--- config.mk ---
export PLATFORM = sky130hd
export DESIGN_NAME = mmio_console
export DESIGN_NICKNAME = d
export VERILOG_FILES = /design/src/rtl/mmio_console.sv
export SDC_FILE = /design/constraint.sdc
export NUM_CORES = 1
export LEC_CHECK = 0
export CAP_MARGIN = 20
export CORE_UTILIZATION = 55
export CTS_CLUSTER_DIAMETER = 120
export DETAILED_ROUTE_END_ITERATION = 10
export PLACE_DENSITY = 0.79
export SYNTH_ARGS = -nofsm -noshare
export SYNTH_HDL_FRONTEND = slang
export SYNTH_SLANG_ARGS = --single-unit
--- constraint.sdc ---
create_clock -name clk -period 3.3 [get_ports clk]
set_input_delay 0.825 -clock clk [delete_from_list [all_inputs] [get_ports clk]]
set_output_delay 0.825 -clock clk [all_outputs]
set_load 0.1 [all_outputs]
--- src/rtl/mmio_console.sv ---
// mmio_console: memory-mapped character output port for the cpu32 data bus.
// The CPU stores characters into a TX FIFO. A rate-paced valid/ready port then
// drains the FIFO into a sink. The block also provides readable status, a sticky
// overflow flag, a flush control and an empty interrupt.
//
// Ports:
//   clk, reset_n        clock (rising edge) and asynchronous active-low reset
//   cs, we, addr, wdata bus slave inputs; addr selects DATA/STATUS (0) or CTRL/COUNT (1)
//   rdata               combinational read data, 0 when cs=0
//   tx_valid, tx_data   head character towards the sink; tx_data is 0 when tx_valid=0
//   tx_ready            sink accepts; a transfer happens on tx_valid & tx_ready
//   irq                 level interrupt: FIFO empty and IE set
//
// Optional feature: define CONSOLE_SIM_PRINT_EN to echo each accepted character
// to the simulator console. With the macro undefined, the block is fully synthesizable.
module mmio_console #(
    parameter int unsigned DATA_W = 8,
    parameter int unsigned DEPTH  = 16,
    parameter int unsigned PACE   = 0
) (
    input  logic              clk,
    input  logic              reset_n,
    input  logic              cs,
    input  logic              we,
    input  logic              addr,
    input  logic [31:0]       wdata,
    output logic [31:0]       rdata,
    output logic              tx_valid,
    output logic [DATA_W-1:0] tx_data,
    input  logic              tx_ready,
    output logic              irq
);

    localparam int unsigned PTR_W  = $clog2(DEPTH);
    localparam int unsigned CNT_W  = PTR_W + 1;
    localparam int unsigned PACE_W = (PACE > 0) ? $clog2(PACE + 1) : 1;

    logic [PTR_W-1:0]  wr_ptr_q, wr_ptr_d;
    logic [PTR_W-1:0]  rd_ptr_q, rd_ptr_d;
    logic [CNT_W-1:0]  count_q,  count_d;
    logic [PACE_W-1:0] pace_q,   pace_d;
    logic              ovf_q,    ovf_d;
    logic              ie_q,     ie_d;
    logic [DATA_W-1:0] mem_q [DEPTH];

    logic empty, full, pop, push_req, push_ok, ctrl_wr, flush;

    // Upper write-data bits are don't-care when DATA_W < 32.
    logic unused_wdata;
    assign unused_wdata = ^wdata;

    // Bus decode and handshake qualifiers.
    always_comb begin
        empty    = (count_q == CNT_W'(0));
        full     = (count_q == CNT_W'(DEPTH));
        tx_valid = !empty && (pace_q == PACE_W'(0));
        pop      = tx_valid && tx_ready;
        push_req = cs && we && !addr;
        ctrl_wr  = cs && we && addr;
        flush    = ctrl_wr && wdata[1];
        // A full FIFO still accepts a push when the head leaves in the same cycle.
        push_ok  = push_req && (!full || pop) && !flush;
    end

    // Next-state computation for pointers, occupancy, pacing and control bits.
    always_comb begin
        wr_ptr_d = wr_ptr_q;
        rd_ptr_d = rd_ptr_q;
        count_d  = count_q;
        pace_d   = pace_q;
        ovf_d    = ovf_q;
        ie_d     = ie_q;

        if (flush) begin
            wr_ptr_d = PTR_W'(0);
            rd_ptr_d = PTR_W'(0);
            count_d  = CNT_W'(0);
            pace_d   = PACE_W'(0);
        end else begin
            if (push_ok) wr_ptr_d = wr_ptr_q + PTR_W'(1);
            if (pop)     rd_ptr_d = rd_ptr_q + PTR_W'(1);
            if (push_ok && !pop)      count_d = count_q + CNT_W'(1);
            else if (!push_ok && pop) count_d = count_q - CNT_W'(1);

            if (pop)                         pace_d = PACE_W'(PACE);
            else if (pace_q != PACE_W'(0))   pace_d = pace_q - PACE_W'(1);
        end

        // The clear is applied first so that a simultaneous set takes priority.
        if (ctrl_wr && wdata[0]) ovf_d = 1'b0;
        if (push_req && full && !pop && !flush) ovf_d = 1'b1;

        if (ctrl_wr) ie_d = wdata[2];
    end

    // State registers.
    always_ff @(posedge clk or negedge reset_n) begin
        if (!reset_n) begin
            wr_ptr_q <= '0;
            rd_ptr_q <= '0;
            count_q  <= '0;
            pace_q   <= '0;
            ovf_q    <= 1'b0;
            ie_q     <= 1'b0;
        end else begin
            wr_ptr_q <= wr_ptr_d;
            rd_ptr_q <= rd_ptr_d;
            count_q  <= count_d;
            pace_q   <= pace_d;
            ovf_q    <= ovf_d;
            ie_q     <= ie_d;
        end
    end

    // Storage array. It has no reset because occupancy alone decides validity.
    always_ff @(posedge clk) begin
        if (push_ok) mem_q[wr_ptr_q] <= wdata[DATA_W-1:0];
    end

    // Output side: head character, interrupt and register read mux.
    always_comb begin
        tx_data = tx_valid ? mem_q[rd_ptr_q] : '0;
        irq     = empty && ie_q;
        rdata   = 32'(0);
        if (cs) begin
            if (addr) rdata = 32'(count_q);
            else      rdata = {28'b0, ovf_q, ie_q, full, empty};
        end
    end

`ifdef CONSOLE_SIM_PRINT_EN
    logic [31:0] print_word;
    assign print_word = 32'(tx_data);

    always @(posedge clk) begin
        if (reset_n && pop) $write("%c", print_word[7:0]);
    end
`else
`endif

endmodule

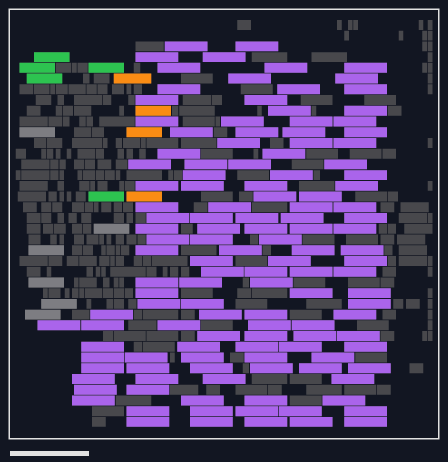
flops_by_reg.png
The bar under the picture is 20 µm long. Other sequential cells in the stronger gray, the rest of the logic in the fainter gray.
legend:
  mem_q:
    color: purple
    placed_flops: 128
  count_q:
    color: green
    placed_flops: 5
    where: north-west
  rd_ptr_q:
    color: orange
    placed_flops: 4
not colored: 6

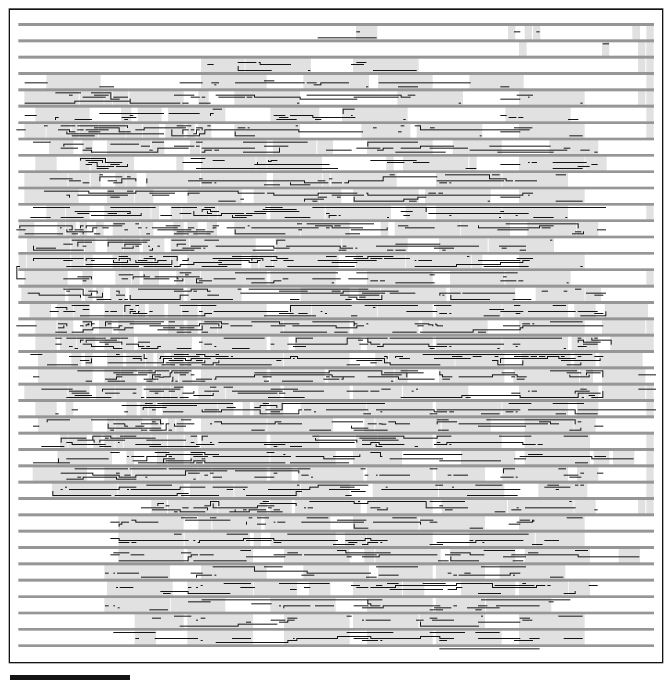
layer_met1.png
The bar under the picture is 20 µm long. Supply wires on this layer in gray. Cells faint in the background.
longest straight run: 48.8 µm
nets with wire on the layer: 380
main direction: horizontal
wire length on this layer: 4620 µm
final WL: 11.42 mm
M1 GR Usage: 0.2750

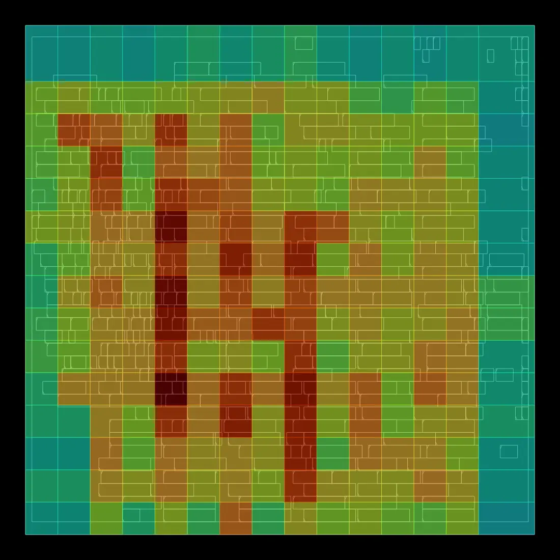
congestion.png
GRT Overall Usage: 0.2197
wire per inst: 20.07 µm
Top Usage Layer GRT: met2
fin util: 0.6720

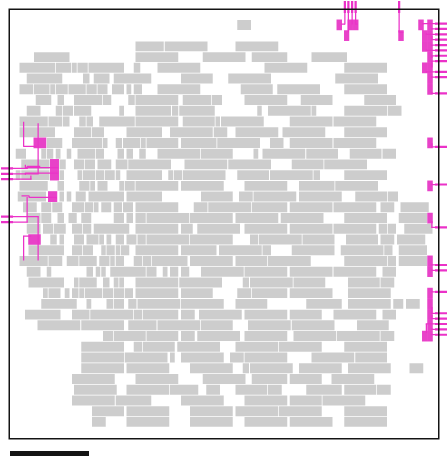
io_fan.png
The bar under the picture is 20 µm long.
legend:
  rdata:
    color: magenta
    bits: 32
    direction: output
    end_cells: 32
    buffers: 5
    wire: 174 µm
IO Port Bufs: 28
io pins: 80

==> results.yml <==
# generated from flow reports
floorplanning:
  die_h_um: 108.5
  die_w_um: 108.5
  rows: 38
  dieArea_mm2: 0.01177
  fp-utilization: 0.5705
worst_hold_path:
  whs_path_depth: 2
  min_path_type: "reg2reg"
global_routing:
  grt_util_met3: 0.05907
  grt_util_met2: 0.3657
  grt_pass1_wl_mm: 18.13
  overflow: 0
cells_and_area:
  design_area_mm2: 0.007348
  diodes: 0
  flop_area_mm2: 0.004220
  seq_share: 0.5743
  ff_count: 143
  area_delta_synth_final_pct: 17.79
  lay_top_cells: "edfxtp_1, mux4_2, conb_1"
  largestClassByArea: "registers"
  layout_top_cell: "edfxtp_1"
  nClkBuffers: 20
  nets: 466
  post_route_cells_drive_above_1_share: 0.2378
  sh_comb_area: 0.2462
  buffers: 52
  largest_register_ffs: 128
setup_path:
  slowest_delay_ps: 370
  crit_end: "tx_data[2]"
  worst_ep_required_time_ps: 2470
  cp_max_fo: 8
  ff2ff_setup_slack_ps: 360
  cp.arrival_ps: 2280
  path_class: "reg2out"
  crit_slowest_cell: "dfrtp_1"
  cp-end-kind: "output pin"
  crit_chain: "buf_4, nor4_4, nand2b_1, nand2b_1, o22ai_1, buf_12"
  crit_path_start: "count_q[1]"
  crit_buf_inv: 2
synth:
  async_reset_ff_frac: 0.1049
  yosysCellCount: 367
  yosysTopAreaCell: "edfxtp_1"
  ys_ff: 143
  avgSynthCellArea_um2: 17.00
  yosysMostFrequentCell: "edfxtp_1"
  mux_area_frac: 0.1534
  synth.area.top_cells: "edfxtp_1, mux4_2, dfrtp_1"
  top_logic_kind: "multiplexers"
  syn_inst: 367
  simple_gate_area_frac: 0.05716
  ys_sh_xor: 0.007020
  synth_chip_area_mm2: 0.006238
detailed_routing:
  vias: 3328
  drtIter0Drc: 209
  ant_nets: 0
  viasPerCell: 5.849
  met3WireLength_um: 601
  firstDrtPassIters: 4
power:
  pwr-share-comb: 0.439
  clock_power_share: 0.232
  seq_cell_power_mw: 2.24
  powerDensity_mw_per_mm2: 927.4
  leakagePower_nw: 2.573
  swShare: 0.3851
  max-vdd-ir-drop_mv: 1.296
  p_sw_mw: 2.624
clocking:
  ctsHoldBuffers: 0
  postCtsResizedCells: 0
  cts-root-buf: "clkbuf_16"
  cts.path.max_buffers: 2
  cts_num_sinks: 143
  htreeDepth: 4
  clock.latency.late_pin_ps: 410
  post-cts-setup-buffer-count: 0
flow_run:
  log.warning_count: 55
final_timing:
  slew_violations: 0
  fmax_mhz: 322.0
  fin_crit_sh: 0.9410
  timing.final.crit_period_ps: 3105
  setup_violations: 0
  tns_ps: 0
placement:
  dp_cells: 539
  place_congestion: 0.8670
run_status:
  status: "complete, no violations"
Power figures rest on the tool's default switching activity, not on a simulated workload.
